### Clock nets, run 1

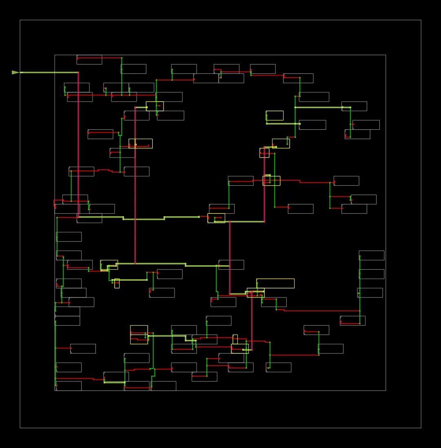
### Metal 2, run 1

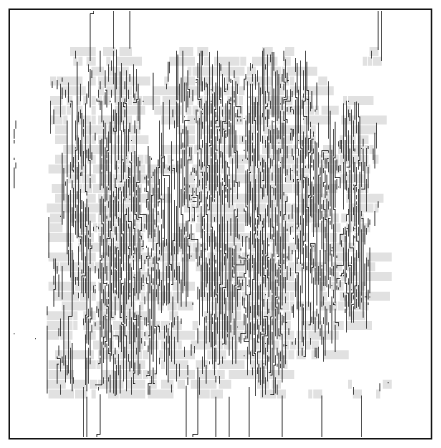
### Metal layers overlaid, run 1

Only two layers are drawn.
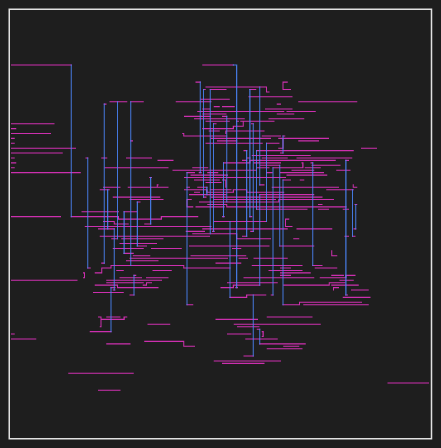
### config.mk
export PLATFORM = sky130hd
export DESIGN_NAME = lcd_instr_sequencer
export DESIGN_NICKNAME = d
export VERILOG_FILES = /design/src/rtl/lcd_instr_sequencer.sv
export SDC_FILE = /design/constraint.sdc
export NUM_CORES = 1
export LEC_CHECK = 0
export ABC_CLOCK_PERIOD_IN_PS = 2700
export CORE_AREA = 10 10 107 109
export DETAILED_ROUTE_END_ITERATION = 10
export DIE_AREA = 0 0 117 119
export GPL_TIMING_DRIVEN = 0
export PLACE_DENSITY_LB_ADDON = 0.2
export SYNTH_ARGS = -nofsm -noshare
export SYNTH_HDL_FRONTEND = slang
export SYNTH_SLANG_ARGS = --single-unit
### constraint.sdc
create_clock -name CLK -period 2.7 [get_ports CLK]
set_input_delay 0.54 -clock CLK [delete_from_list [all_inputs] [get_ports CLK]]
set_output_delay 0.54 -clock CLK [all_outputs]
set_load 0.02 [all_outputs]
### src/rtl/lcd_instr_sequencer.sv
// Spartan-3E character LCD sequencer: power-on nibble init, BRAM-driven
// command/character fetch, timed 4-bit writes and periodic refresh.
module lcd_instr_sequencer #(
    parameter int POWERON_CYC = 750000,
    parameter int E_CYC       = 12,
    parameter int NIB_GAP_CYC = 50,
    parameter int CMD_CYC     = 2000,
    parameter int INIT1_CYC   = 205000,
    parameter int INIT2_CYC   = 5000,
    parameter int CLEAR_CYC   = 82000,
    parameter int REFRESH_CYC = 50000000
) (
    input  logic        CLK,
    input  logic        RESET,
    output logic [10:0] ROM_ADDR,
    output logic        ROM_EN,
    input  logic [7:0]  ROM_DO,
    input  logic        UPDATE,
    output logic [3:0]  LCD_DB,
    output logic        LCD_E,
    output logic        LCD_RS,
    output logic        LCD_RW,
    output logic        SF_CE0,
    output logic        INIT_DONE,
    output logic        FRAME_DONE
);

    localparam logic [31:0] PWR_L   = 32'(POWERON_CYC - 1);
    localparam logic [31:0] E_L     = 32'(E_CYC - 1);
    localparam logic [31:0] GAP_L   = 32'(NIB_GAP_CYC - 1);
    localparam logic [31:0] CMD_L   = 32'(CMD_CYC - 1);
    localparam logic [31:0] INIT1_L = 32'(INIT1_CYC - 1);
    localparam logic [31:0] INIT2_L = 32'(INIT2_CYC - 1);
    localparam logic [31:0] CLEAR_L = 32'(CLEAR_CYC - 1);
    localparam logic [31:0] REF_L   = 32'(REFRESH_CYC - 1);

    typedef enum logic [3:0] {
        PWR_WAIT, FETCH, CAPTURE, SETUP, E_HIGH,
        HOLD, GAP, POST, REFRESH_WAIT
    } state_t;

    typedef enum logic [1:0] {
        CTX_INIT, CTX_CMD, CTX_LINE, CTX_CHAR
    } ctx_t;

    state_t      state_q, state_d;
    ctx_t        ctx_q, ctx_d;
    logic [31:0] cnt_q, cnt_d;
    logic [5:0]  addr_q, addr_d;
    logic [7:0]  byte_q, byte_d;
    logic        nib_q, nib_d;
    logic [1:0]  idx_q, idx_d;
    logic [10:0] rom_addr_q, rom_addr_d;
    logic        rom_en_q, rom_en_d;
    logic [3:0]  db_q, db_d;
    logic        e_q, e_d;
    logic        rs_q, rs_d;
    logic        init_done_q, init_done_d;
    logic        frame_done_q, frame_done_d;
    logic        go_line;
    logic [7:0]  line_byte;
    logic        cnt_zero;
    logic [31:0] cnt_dec;

    assign cnt_zero = (cnt_q == 32'd0);
    assign cnt_dec  = cnt_q - 32'd1;

    always_comb begin
        state_d      = state_q;
        ctx_d        = ctx_q;
        cnt_d        = cnt_q;
        addr_d       = addr_q;
        byte_d       = byte_q;
        nib_d        = nib_q;
        idx_d        = idx_q;
        db_d         = db_q;
        rs_d         = rs_q;
        rom_addr_d   = rom_addr_q;
        init_done_d  = init_done_q;
        frame_done_d = 1'b0;
        go_line      = 1'b0;
        line_byte    = 8'h80;
        unique case (state_q)
            PWR_WAIT: begin
                if (cnt_q == PWR_L) begin
                    state_d = SETUP;
                    ctx_d   = CTX_INIT;
                    idx_d   = 2'd0;
                    db_d    = 4'h3;
                    rs_d    = 1'b0;
                    cnt_d   = 32'd0;
                end else begin
                    cnt_d = cnt_q + 32'd1;
                end
            end
            FETCH: state_d = CAPTURE;
            CAPTURE: begin
                byte_d = ROM_DO;
                // A zero command byte is a pure delay slot.
                if (ctx_q == CTX_CMD && ROM_DO == 8'h00) begin
                    state_d = POST;
                    cnt_d   = CLEAR_L;
                end else begin
                    state_d = SETUP;
                    nib_d   = 1'b0;
                    db_d    = ROM_DO[7:4];
                    rs_d    = (ctx_q == CTX_CHAR);
                end
            end
            SETUP: begin
                state_d = E_HIGH;
                cnt_d   = E_L;
            end
            E_HIGH: begin
                if (cnt_zero) state_d = HOLD;
                else cnt_d = cnt_dec;
            end
            HOLD: begin
                state_d = POST;
                if (ctx_q == CTX_INIT) begin
                    cnt_d = (idx_q == 2'd0) ? INIT1_L :
                            (idx_q == 2'd1) ? INIT2_L : CMD_L;
                end else if (!nib_q) begin
                    state_d = GAP;
                    cnt_d   = GAP_L;
                end else if (byte_q == 8'h01 && !rs_q) begin
                    cnt_d = CLEAR_L;
                end else begin
                    cnt_d = CMD_L;
                end
            end
            GAP: begin
                if (cnt_zero) begin
                    state_d = SETUP;
                    nib_d   = 1'b1;
                    db_d    = byte_q[3:0];
                end else begin
                    cnt_d = cnt_dec;
                end
            end
            POST: begin
                if (!cnt_zero) begin
                    cnt_d = cnt_dec;
                end else begin
                    unique case (ctx_q)
                        CTX_INIT: begin
                            if (idx_q == 2'd3) begin
                                ctx_d   = CTX_CMD;
                                addr_d  = 6'd0;
                                state_d = FETCH;
                            end else begin
                                idx_d   = idx_q + 2'd1;
                                state_d = SETUP;
                                db_d    = (idx_q == 2'd2) ? 4'h2 : 4'h3;
                            end
                        end
                        CTX_CMD: begin
                            if (addr_q == 6'd4) begin
                                init_done_d = 1'b1;
                                go_line     = 1'b1;
                                addr_d      = 6'd5;
                            end else begin
                                addr_d  = addr_q + 6'd1;
                                state_d = FETCH;
                            end
                        end
                        CTX_LINE: begin
                            ctx_d   = CTX_CHAR;
                            state_d = FETCH;
                        end
                        default: begin
                            if (addr_q == 6'd20) begin
                                go_line   = 1'b1;
                                line_byte = 8'hC0;
                                addr_d    = 6'd21;
                            end else if (addr_q == 6'd36) begin
                                frame_done_d = 1'b1;
                                state_d      = REFRESH_WAIT;
                                cnt_d        = REF_L;
                            end else begin
                                addr_d  = addr_q + 6'd1;
                                state_d = FETCH;
                            end
                        end
                    endcase
                end
            end
            REFRESH_WAIT: begin
                if (UPDATE || cnt_zero) begin
                    go_line = 1'b1;
                    addr_d  = 6'd5;
                end else begin
                    cnt_d = cnt_dec;
                end
            end
            default: state_d = PWR_WAIT;
        endcase
        if (go_line) begin
            state_d = SETUP;
            ctx_d   = CTX_LINE;
            byte_d  = line_byte;
            nib_d   = 1'b0;
            db_d    = line_byte[7:4];
            rs_d    = 1'b0;
        end
        rom_en_d = (state_d == FETCH);
        if (rom_en_d) rom_addr_d = {5'd0, addr_d};
        e_d = (state_d == E_HIGH);
    end

    always_ff @(posedge CLK) begin
        if (RESET) begin
            state_q      <= PWR_WAIT;
            ctx_q        <= CTX_INIT;
            cnt_q        <= 32'd0;
            addr_q       <= 6'd0;
            byte_q       <= 8'd0;
            nib_q        <= 1'b0;
            idx_q        <= 2'd0;
            rom_addr_q   <= 11'd0;
            rom_en_q     <= 1'b0;
            db_q         <= 4'd0;
            e_q          <= 1'b0;
            rs_q         <= 1'b0;
            init_done_q  <= 1'b0;
            frame_done_q <= 1'b0;
        end else begin
            state_q      <= state_d;
            ctx_q        <= ctx_d;
            cnt_q        <= cnt_d;
            addr_q       <= addr_d;
            byte_q       <= byte_d;
            nib_q        <= nib_d;
            idx_q        <= idx_d;
            rom_addr_q   <= rom_addr_d;
            rom_en_q     <= rom_en_d;
            db_q         <= db_d;
            e_q          <= e_d;
            rs_q         <= rs_d;
            init_done_q  <= init_done_d;
            frame_done_q <= frame_done_d;
        end
    end

    assign ROM_ADDR   = rom_addr_q;
    assign ROM_EN     = rom_en_q;
    assign LCD_DB     = db_q;
    assign LCD_E      = e_q;
    assign LCD_RS     = rs_q;
    assign LCD_RW     = 1'b0;
    assign SF_CE0     = 1'b1;
    assign INIT_DONE  = init_done_q;
    assign FRAME_DONE = frame_done_q;

endmodule

==> report_table.html, run 1 <==
<h2>Implementation results</h2>
<table>
<tr><th>Metric</th><th>Value</th></tr>
<tr><th colspan="2">Die</th></tr>
<tr><td>Core Region</td><td>approximately 0.0095 sq mm</td></tr>
<tr><td>Site Rows</td><td>36</td></tr>
<tr><th colspan="2">Job</th></tr>
<tr><td>Count of max-cap constraint violations</td><td>0</td></tr>
<tr><td>Tool warning count</td><td>33</td></tr>
<tr><th colspan="2">Synth</th></tr>
<tr><td>Mux share of post-synthesis cell area</td><td>roughly 2.6%</td></tr>
<tr><td>Synthesized netlist cell count</td><td>675</td></tr>
<tr><td>Post-synthesis share of cell area spent on and, or, nand and nor gates</td><td>approximately a third</td></tr>
<tr><td>Most repeated cell in the gate-level netlist after synthesis</td><td>sky130_fd_sc_hd__dfxtp_1</td></tr>
<tr><td>Leading post-synthesis cells by instance count</td><td>sky130_fd_sc_hd__dfxtp_1 (70), sky130_fd_sc_hd__nor2_1 (68), sky130_fd_sc_hd__nand2_1 (65)</td></tr>
<tr><td>Number of synthesized flops with an enable pin</td><td>0</td></tr>
<tr><td>Post-Synth Adder-Cell Area</td><td>under 10%</td></tr>
<tr><td>Cell variety after synth</td><td>roughly 73</td></tr>
<tr><td>Post-synthesis cell count from yosys</td><td>675</td></tr>
<tr><th colspan="2">Clock tree</th></tr>
<tr><td>Clock tree root buffer cell</td><td>sky130_fd_sc_hd__clkbuf_8</td></tr>
<tr><th colspan="2">Status</th></tr>
<tr><td>Violations in the final reports</td><td>setup timing</td></tr>
<tr><td>Outcome</td><td>complete, but fails checks</td></tr>
<tr><th colspan="2">Routing</th></tr>
<tr><td>Vias</td><td>roughly 6000</td></tr>
<tr><td># DRC</td><td>0</td></tr>
<tr><td>Detail Route Antenna Nets</td><td>0</td></tr>
<tr><td>Pre-antenna DRT Iters</td><td>6</td></tr>
<tr><td>Wire length reported by the detailed router</td><td>around 18 mm</td></tr>
<tr><td>Uppermost routed layer</td><td>met4</td></tr>
<tr><th colspan="2">Final timing</th></tr>
<tr><td>Worst-Margin Slew</td><td>approximately 0.83 ns</td></tr>
<tr><td>Hold slack</td><td>0.4551 ns</td></tr>
<tr><td>Crit path time final</td><td>between 2 and 3 ns</td></tr>
<tr><td>Final max-slew violation count</td><td>0</td></tr>
<tr><td>Post-layout period usage</td><td>104.4%</td></tr>
<tr><td>Setup repair after global routing missed its margin</td><td>true</td></tr>
<tr><td>Setup slack after layout</td><td>-0.1192 ns</td></tr>
<tr><td>Total Neg Setup Slack</td><td>-1.029 ns</td></tr>
<tr><td>Final setup violation count</td><td>13</td></tr>
<tr><th colspan="2">Hold path</th></tr>
<tr><td>Hold Path Origin</td><td>byte_q[4]</td></tr>
<tr><td>WHS Endpoint</td><td>byte_q[4]</td></tr>
<tr><th colspan="2">Final layout</th></tr>
<tr><td>Highest-count cells in the layout ignoring fill and taps</td><td>sky130_fd_sc_hd__nor2_1 (67), sky130_fd_sc_hd__dfxtp_1 (64), sky130_fd_sc_hd__nand2_1 (64), sky130_fd_sc_hd__a21oi_1 (48), sky130_fd_sc_hd__buf_4 (43)</td></tr>
<tr><td>Commonest Layout Cell</td><td>sky130_fd_sc_hd__nor2_1</td></tr>
<tr><th colspan="2">Power</th></tr>
<tr><td>Total power per unit cell area</td><td>around 370 mW/mm^2</td></tr>
<tr><td>Maximum resistive drop on vdd</td><td>about 0.0003 V</td></tr>
<tr><th colspan="2">Critical path</th></tr>
<tr><td>Worst Path Arrival</td><td>slightly above 3 ns</td></tr>
<tr><td>Critical path class</td><td>flop to flop</td></tr>
<tr><td>Type of destination of the critical path</td><td>flop</td></tr>
<tr><th colspan="2">Placement</th></tr>
<tr><td>Setup Slack @ Placement</td><td>-1.250 ns</td></tr>
</table>
Notes on 'Clock nets' above:
CTS Sinks: 70
Late-Pin Clk Latency: 0.37 ns
count of clock-net buffers in the final layout: 13
number of CTS-inserted buffers: 9
FFs & Latches: 70

Notes on 'Metal 2' above:
The layer carries 8400 microns of wire. The longest straight run is 45.2 microns.

Notes on 'Metal layers overlaid' above:
Key: magenta = M3 [wire length 1940 microns]; blue = M4 [wire length 953 microns]

[run 1: area by class of cell]
cell class                 count  share of cell area [%]
timing repair buffer          62                   8.477
clock buffer                  13                   2.521
buffer                        53                   5.479
clock inverter                 3                  0.6750
multi-input combinational    530                   56.86
tap                          114                   2.263
inverter                      21                   1.290
sequential                    70                   22.43
[run 1: state kept, by name (all words and copies together) (netlist names), 2 cells and up]
name      cells
cnt_q        32
byte_q        8
ROM_ADDR      6
addr_q        6
LCD_DB        4
state_q       4
ctx_q         2
idx_q         2
[run 1: critical path: stages, from the launching register on]
cell,delay [ns]
sky130_fd_sc_hd__dfxtp_1,0.36
sky130_fd_sc_hd__inv_1,0.07
sky130_fd_sc_hd__ha_1,0.15
sky130_fd_sc_hd__nor4bb_1,0.63
sky130_fd_sc_hd__nand3_1,0.17
sky130_fd_sc_hd__nor2_1,0.32
sky130_fd_sc_hd__o22ai_1,0.29
sky130_fd_sc_hd__o31a_1,0.24
sky130_fd_sc_hd__or3_1,0.37
sky130_fd_sc_hd__a21oi_1,0.15
[run 1: through the flow]
stage | total power, mW | instances | instance area, sq um
2_1_floorplan | 1.256 | 680 | 5017
3_3_place_gp | 1.326 | 818 | 5400
3_5_place_dp | 1.329 | 818 | 5400
4_1_cts | 2.259 | 853 | 6058
5_1_grt | 2.404 | 866 | 6302
6_report | 2.347 | 866 | 6302
[run 1: timing repair]
item                                    CTS  global route
endpoints found under the setup margin   67            58
setup buffers                            23            14
gates cloned                              0             1
gates resized                            76            59
pin swaps                                15            16
hold buffers                              0             0
[run 1: power breakdown]
group          switching, mW  total [mW]  internal [mW]
clock                  0.434       0.911          0.477
combinational          0.209       0.393          0.183
sequential           0.00803        1.04           1.04
total                  0.651        2.35           1.70
### Metal 4, run 1

The bar under the picture is 20 microns long.
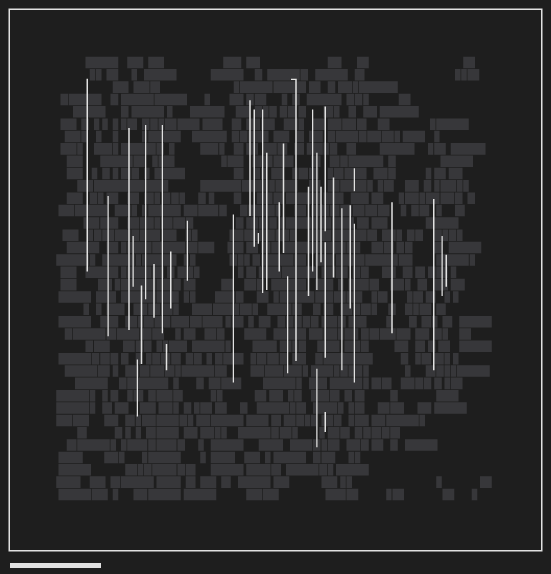

==> run 2, diff against run 1 <==
--- a/config.mk
+++ b/config.mk
@@ -5,10 +5,10 @@
 export SDC_FILE = /design/constraint.sdc
 export NUM_CORES = 1
 export LEC_CHECK = 0
-export ABC_CLOCK_PERIOD_IN_PS = 2700
-export CORE_AREA = 10 10 107 109
+export ABC_CLOCK_PERIOD_IN_PS = 2850
+export CORE_AREA = 10 10 103 105
 export DETAILED_ROUTE_END_ITERATION = 10
-export DIE_AREA = 0 0 117 119
+export DIE_AREA = 0 0 113 115
 export GPL_TIMING_DRIVEN = 0
 export PLACE_DENSITY_LB_ADDON = 0.2
 export SYNTH_ARGS = -nofsm -noshare
==> constraint.sdc (replaced) <==
create_clock -name CLK -period 2.85 [get_ports CLK]
set_input_delay 0.57 -clock CLK [delete_from_list [all_inputs] [get_ports CLK]]
set_output_delay 0.57 -clock CLK [all_outputs]
set_load 0.02 [all_outputs]
### Metal 4, run 2

The bar under the picture is 20 microns long.
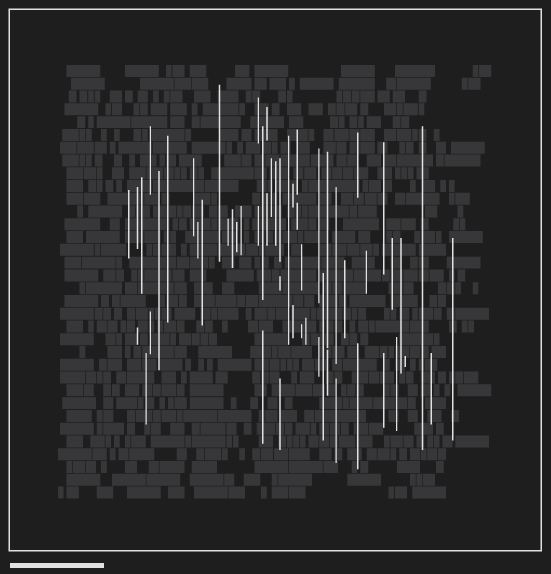
The longest straight run is 68.7 microns. The wires run mostly vertical. 46 nets have wire on it. The layer carries 1040 microns of wire. The layer holds 5.7% of the routed length.

### Clock nets, run 2

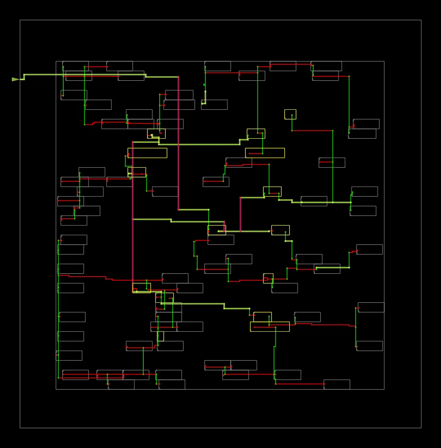
power in the clock group: 0.990 mW
Late-Pin Clk Latency: 0.36 ns
count of clock-net buffers in the final layout: 9
worst clock skew: 0.01013 ns

==> run 2 against run 1 <==
Net effect: the flow still finishes with violations (setup timing); core utilization rose by 5.8 points; cell area fell by 1.7%; global-route usage is 1.3 points higher; worst setup slack gained 0.075 ns; via count is 0.75% higher; sequential share of layout area is 0.37 points higher; combinational power fell by 7.9%; die size decreased by 6.7%; worst hold slack improved by 0.0014 ns; first-iteration DRC count shrank 22%; clock skew grew 0.00088 ns.
==> report_table.html, run 2 <==
<h2>Implementation results</h2>
<table>
<tr><th>Metric</th><th>Value</th></tr>
<tr><th colspan="2">Final layout</th></tr>
<tr><td>Highest-count cells in the layout ignoring fill and taps</td><td>sky130_fd_sc_hd__nor2_1 (68), sky130_fd_sc_hd__dfxtp_1 (65), sky130_fd_sc_hd__nand2_1 (64), sky130_fd_sc_hd__a21oi_1 (48), sky130_fd_sc_hd__buf_4 (34) (was sky130_fd_sc_hd__nor2_1 (67), sky130_fd_sc_hd__dfxtp_1 (64), sky130_fd_sc_hd__nand2_1 (64), sky130_fd_sc_hd__a21oi_1 (48), sky130_fd_sc_hd__buf_4 (43))</td></tr>
<tr><td>Largest registers</td><td>cnt_q x32, byte_q x8 (unchanged)</td></tr>
<tr><td>Layout overhead on the synthesized area</td><td>24.55% (was 26.72%)</td></tr>
<tr><td>Number of nets in the finished design</td><td>757 (was 766)</td></tr>
<tr><td>Number of flip-flops in the largest register</td><td>32 (unchanged)</td></tr>
<tr><td>Largest reg by FF count</td><td>cnt_q (unchanged)</td></tr>
<tr><td>Commonest Layout Cell</td><td>sky130_fd_sc_hd__nor2_1 (unchanged)</td></tr>
<tr><td>Antenna Cells</td><td>0 (unchanged)</td></tr>
<tr><th colspan="2">Final timing</th></tr>
<tr><td>Final max-slew violation count</td><td>0 (unchanged)</td></tr>
<tr><td>Final setup violation count</td><td>6 (was 13)</td></tr>
<tr><td>Max-slew headroom</td><td>41.95% (was 44.89%)</td></tr>
<tr><td>Worst-Margin Slew</td><td>0.8707 ns (was 0.8267 ns)</td></tr>
<tr><td>Setup repair after global routing missed its margin</td><td>true (unchanged)</td></tr>
<tr><td>F_max</td><td>345.5 MHz (was 354.7 MHz)</td></tr>
<tr><td>Post-layout period usage</td><td>101.5% (was 104.4%)</td></tr>
<tr><td>Setup slack after layout</td><td>-0.04399 ns (was -0.1192 ns)</td></tr>
<tr><td>Crit path time final</td><td>2.894 ns (was 2.819 ns)</td></tr>
<tr><td>Hold slack</td><td>0.4566 ns (was 0.4551 ns)</td></tr>
<tr><td>Fin. Hold Viols</td><td>0 (unchanged)</td></tr>
<tr><th colspan="2">Die</th></tr>
<tr><td>I/O pin count</td><td>33 (unchanged)</td></tr>
<tr><td>Core Region</td><td>0.008551 sq mm (was 0.009459 sq mm)</td></tr>
<tr><td>FP Core Util</td><td>58.17% (was 52.58%)</td></tr>
<tr><td>Vertical die dimension</td><td>115 microns (was 119 microns)</td></tr>
<tr><td>Total die size</td><td>0.01300 sq mm (was 0.01392 sq mm)</td></tr>
<tr><td>Site Rows</td><td>34 (was 36)</td></tr>
<tr><td>X dimension of the die</td><td>113 microns (was 117 microns)</td></tr>
<tr><th colspan="2">Routing</th></tr>
<tr><td>Pre-antenna DRT Iters</td><td>6 (unchanged)</td></tr>
<tr><td>Routed length on met1</td><td>6.593 mm (was 6.804 mm)</td></tr>
<tr><td># DRC</td><td>0 (unchanged)</td></tr>
<tr><td>Uppermost routed layer</td><td>met4 (unchanged)</td></tr>
<tr><td>Vias</td><td>5879 (was 5835)</td></tr>
<tr><td>Average detailed-routed wire length per instance</td><td>21.28 microns (was 20.89 microns)</td></tr>
<tr><td>Wire length reported by the detailed router</td><td>18.09 mm (about the same)</td></tr>
<tr><td>Detail Route Antenna Nets</td><td>0 (unchanged)</td></tr>
<tr><td>Met2 WL</td><td>8.300 mm (was 8.399 mm)</td></tr>
<tr><th colspan="2">Critical path</th></tr>
<tr><td>Crit-path max cell delay</td><td>0.40 ns (was 0.63 ns)</td></tr>
<tr><td>Family with the most delay on the worst path</td><td>simple AND/OR/NAND/NOR gates (unchanged)</td></tr>
<tr><td>Worst Path Arrival</td><td>3.14 ns (was 3.11 ns)</td></tr>
<tr><td>Critical path class</td><td>flop to flop (unchanged)</td></tr>
<tr><td>Slowest cell on crit path</td><td>sky130_fd_sc_hd__nor4_4 (was sky130_fd_sc_hd__nor4bb_1)</td></tr>
<tr><td>Startpoint type of the worst setup path</td><td>flop (unchanged)</td></tr>
<tr><td>Type of destination of the critical path</td><td>flop (unchanged)</td></tr>
<tr><td>Count of buffering cells on the critical path with inverters included</td><td>4 (was 1)</td></tr>
<tr><td>Cell Chain, Critical Path</td><td>buf_8, inv_4, ha_4, nor4b_4, nand4_1, buf_6, buf_12, nor4_4, a21oi_2, nor4_4, nand4_4, mux2_4 (was inv_1, ha_1, nor4bb_1, nand3_1, nor2_1, o22ai_1, o31a_1, or3_1, a21oi_1)</td></tr>
<tr><td>Most used cell, CP</td><td>sky130_fd_sc_hd__nor4_4</td></tr>
<tr><th colspan="2">Synth</th></tr>
<tr><td>Number of synthesized flops with an enable pin</td><td>0 (unchanged)</td></tr>
<tr><td>Chip area from the yosys synthesis statistics</td><td>0.004974 sq mm (unchanged)</td></tr>
<tr><td>Mapped cell area</td><td>0.004974 sq mm (unchanged)</td></tr>
<tr><td>Post-synthesis cell count from yosys</td><td>675 (unchanged)</td></tr>
<tr><td>Cell variety after synth</td><td>73 (unchanged)</td></tr>
<tr><td>Synthesized netlist cell count</td><td>675 (unchanged)</td></tr>
<tr><td>Leading post-synthesis cells by instance count</td><td>sky130_fd_sc_hd__dfxtp_1 (70), sky130_fd_sc_hd__nor2_1 (68), sky130_fd_sc_hd__nand2_1 (65) (unchanged)</td></tr>
<tr><td>Most repeated cell in the gate-level netlist after synthesis</td><td>sky130_fd_sc_hd__dfxtp_1 (unchanged)</td></tr>
<tr><td>Count of warnings emitted by yosys</td><td>0 (unchanged)</td></tr>
<tr><th colspan="2">Job</th></tr>
<tr><td>Count of max-cap constraint violations</td><td>0 (unchanged)</td></tr>
<tr><td>Tool warning count</td><td>33 (unchanged)</td></tr>
<tr><th colspan="2">Power</th></tr>
<tr><td>Portion of total power attributed to the clock network</td><td>42.3% (was 38.8%)</td></tr>
<tr><td>Maximum resistive drop on vdd</td><td>0.0002361 V (was 0.0002988 V)</td></tr>
<tr><td>Part of the total power dissipated in combinational logic</td><td>15.5% (was 16.7%)</td></tr>
<tr><td>Overall power after layout</td><td>2.341 mW (was 2.347 mW)</td></tr>
<tr><td>Largest Pwr Group</td><td>clock (was sequential cells)</td></tr>
<tr><td>Total power per unit cell area</td><td>377.9 mW/mm^2 (was 372.3 mW/mm^2)</td></tr>
<tr><td>Switching share of power</td><td>26.48% (was 27.75%)</td></tr>
<tr><td>Sequential share of power</td><td>42.3% (was 44.5%)</td></tr>
<tr><td>Comb group</td><td>0.362 mW (was 0.393 mW)</td></tr>
<tr><td>Power in sequential cells</td><td>0.989 mW (was 1.04 mW)</td></tr>
<tr><td>Power dissipated by switching net loads</td><td>0.6199 mW (was 0.6512 mW)</td></tr>
<tr><td>Internal power component</td><td>1.721 mW (was 1.695 mW)</td></tr>
<tr><td>Pleak</td><td>2.366 nW (was 2.410 nW)</td></tr>
<tr><th colspan="2">Clock tree</th></tr>
<tr><td>Clock tree root buffer cell</td><td>sky130_fd_sc_hd__clkbuf_8 (unchanged)</td></tr>
<tr><td>Number of CTS-inserted buffers</td><td>9 (unchanged)</td></tr>
<tr><td>Clock transition at the registers of the reported paths</td><td>0.07 ns (was 0.08 ns)</td></tr>
<tr><td>Clock tree from TritonCTS</td><td>done (unchanged)</td></tr>
<tr><td>H-tree depth</td><td>3 (unchanged)</td></tr>
<tr><td>CTS Sinks</td><td>70 (unchanged)</td></tr>
<tr><td>Maximum buffer depth of the clock tree</td><td>2 (unchanged)</td></tr>
<tr><th colspan="2">Global route</th></tr>
<tr><td>Global-route wire length before repair</td><td>28.27 mm (was 28.47 mm)</td></tr>
<tr><td>Largest net degree at the start of global routing</td><td>13 (was 12)</td></tr>
<tr><td>Vias in the first global route</td><td>5568 (was 5591)</td></tr>
<tr><td>GR Layer Usage met2</td><td>43.24% (was 38.62%)</td></tr>
<tr><td>Met3 Use GR</td><td>6.198% (was 5.773%)</td></tr>
<tr><td>Initial antenna violation count</td><td>0 (unchanged)</td></tr>
<tr><th colspan="2">Placement</th></tr>
<tr><td>Setup Slack @ Placement</td><td>-0.9934 ns (was -1.250 ns)</td></tr>
<tr><th colspan="2">Hold path</th></tr>
<tr><td>Worst min-delay path category</td><td>flop to flop (unchanged)</td></tr>
<tr><th colspan="2">Status</th></tr>
<tr><td>Violations in the final reports</td><td>setup timing (unchanged)</td></tr>
<tr><td>Outcome</td><td>complete, but fails checks (unchanged)</td></tr>
</table>
-- run 2: cell counts after synthesis --
Identical to the previous run, type by type.
-- run 2: cells by family (layout without fill, tap and decap cells) --
family / Yosys count / count (layout) / synth area share, %
and+or+nand+nor: 296 / 296 / 31.80
AOI/OAI and AO/OA: 185 / 185 / 24.60
buffers and inverters: 80 / 142 / 6.818
DFF: 70 / 70 / 28.18
xor gates and xnor gates: 22 / 22 / 3.874
muxes: 12 / 12 / 2.566
adders and majority gates: 8 / 8 / 2.013
other: 2 / 7 / 0.1510
-- run 2: final timing paths --
kind / from / endpoint / slack [ns] / cells after the start
min: byte_q[4] / byte_q[4] / 0.46 / 2
max reg2reg: cnt_q[0] / ROM_ADDR[1] / -0.04 / 12
max: cnt_q[0] / ROM_ADDR[1] / -0.04 / 12
min reg2reg: byte_q[4] / byte_q[4] / 0.46 / 2
-- run 2: repair_timing --
action	in CTS	in global routing
endpoints found under the setup margin	69	51
pin swaps	12	17
hold buffers	0	0
resized	59	57
buffers inserted	11	15
-- run 2: stage by stage --
stage | instances | area [sq um] | TNS [ns] | utilization [%]
4_1_cts | 838 | 5953 | -0.1894 | 69.62
2_1_floorplan | 680 | 4992 | 0 | -
6_report | 850 | 6195 | -0.1978 | 72.45
3_3_place_gp | 812 | 5368 | -41.00 | 62.77
3_5_place_dp | 813 | 5373 | -40.32 | 62.83
5_1_grt | 850 | 6195 | -1.006 | 72.45
-- run 2: final cells by class --
type | instances | area, sq um
clock inverter | 6 | 111.4
buffer | 55 | 297.8
clock buffer | 9 | 123.9
multi-input combinational | 530 | 3572
inverter | 21 | 81.33
timing repair buffer | 51 | 460.4
sequential | 70 | 1413
tap | 108 | 135.1
fill | 659 | 2356
No activity file was given, so power comes from the tool's default toggle rates.
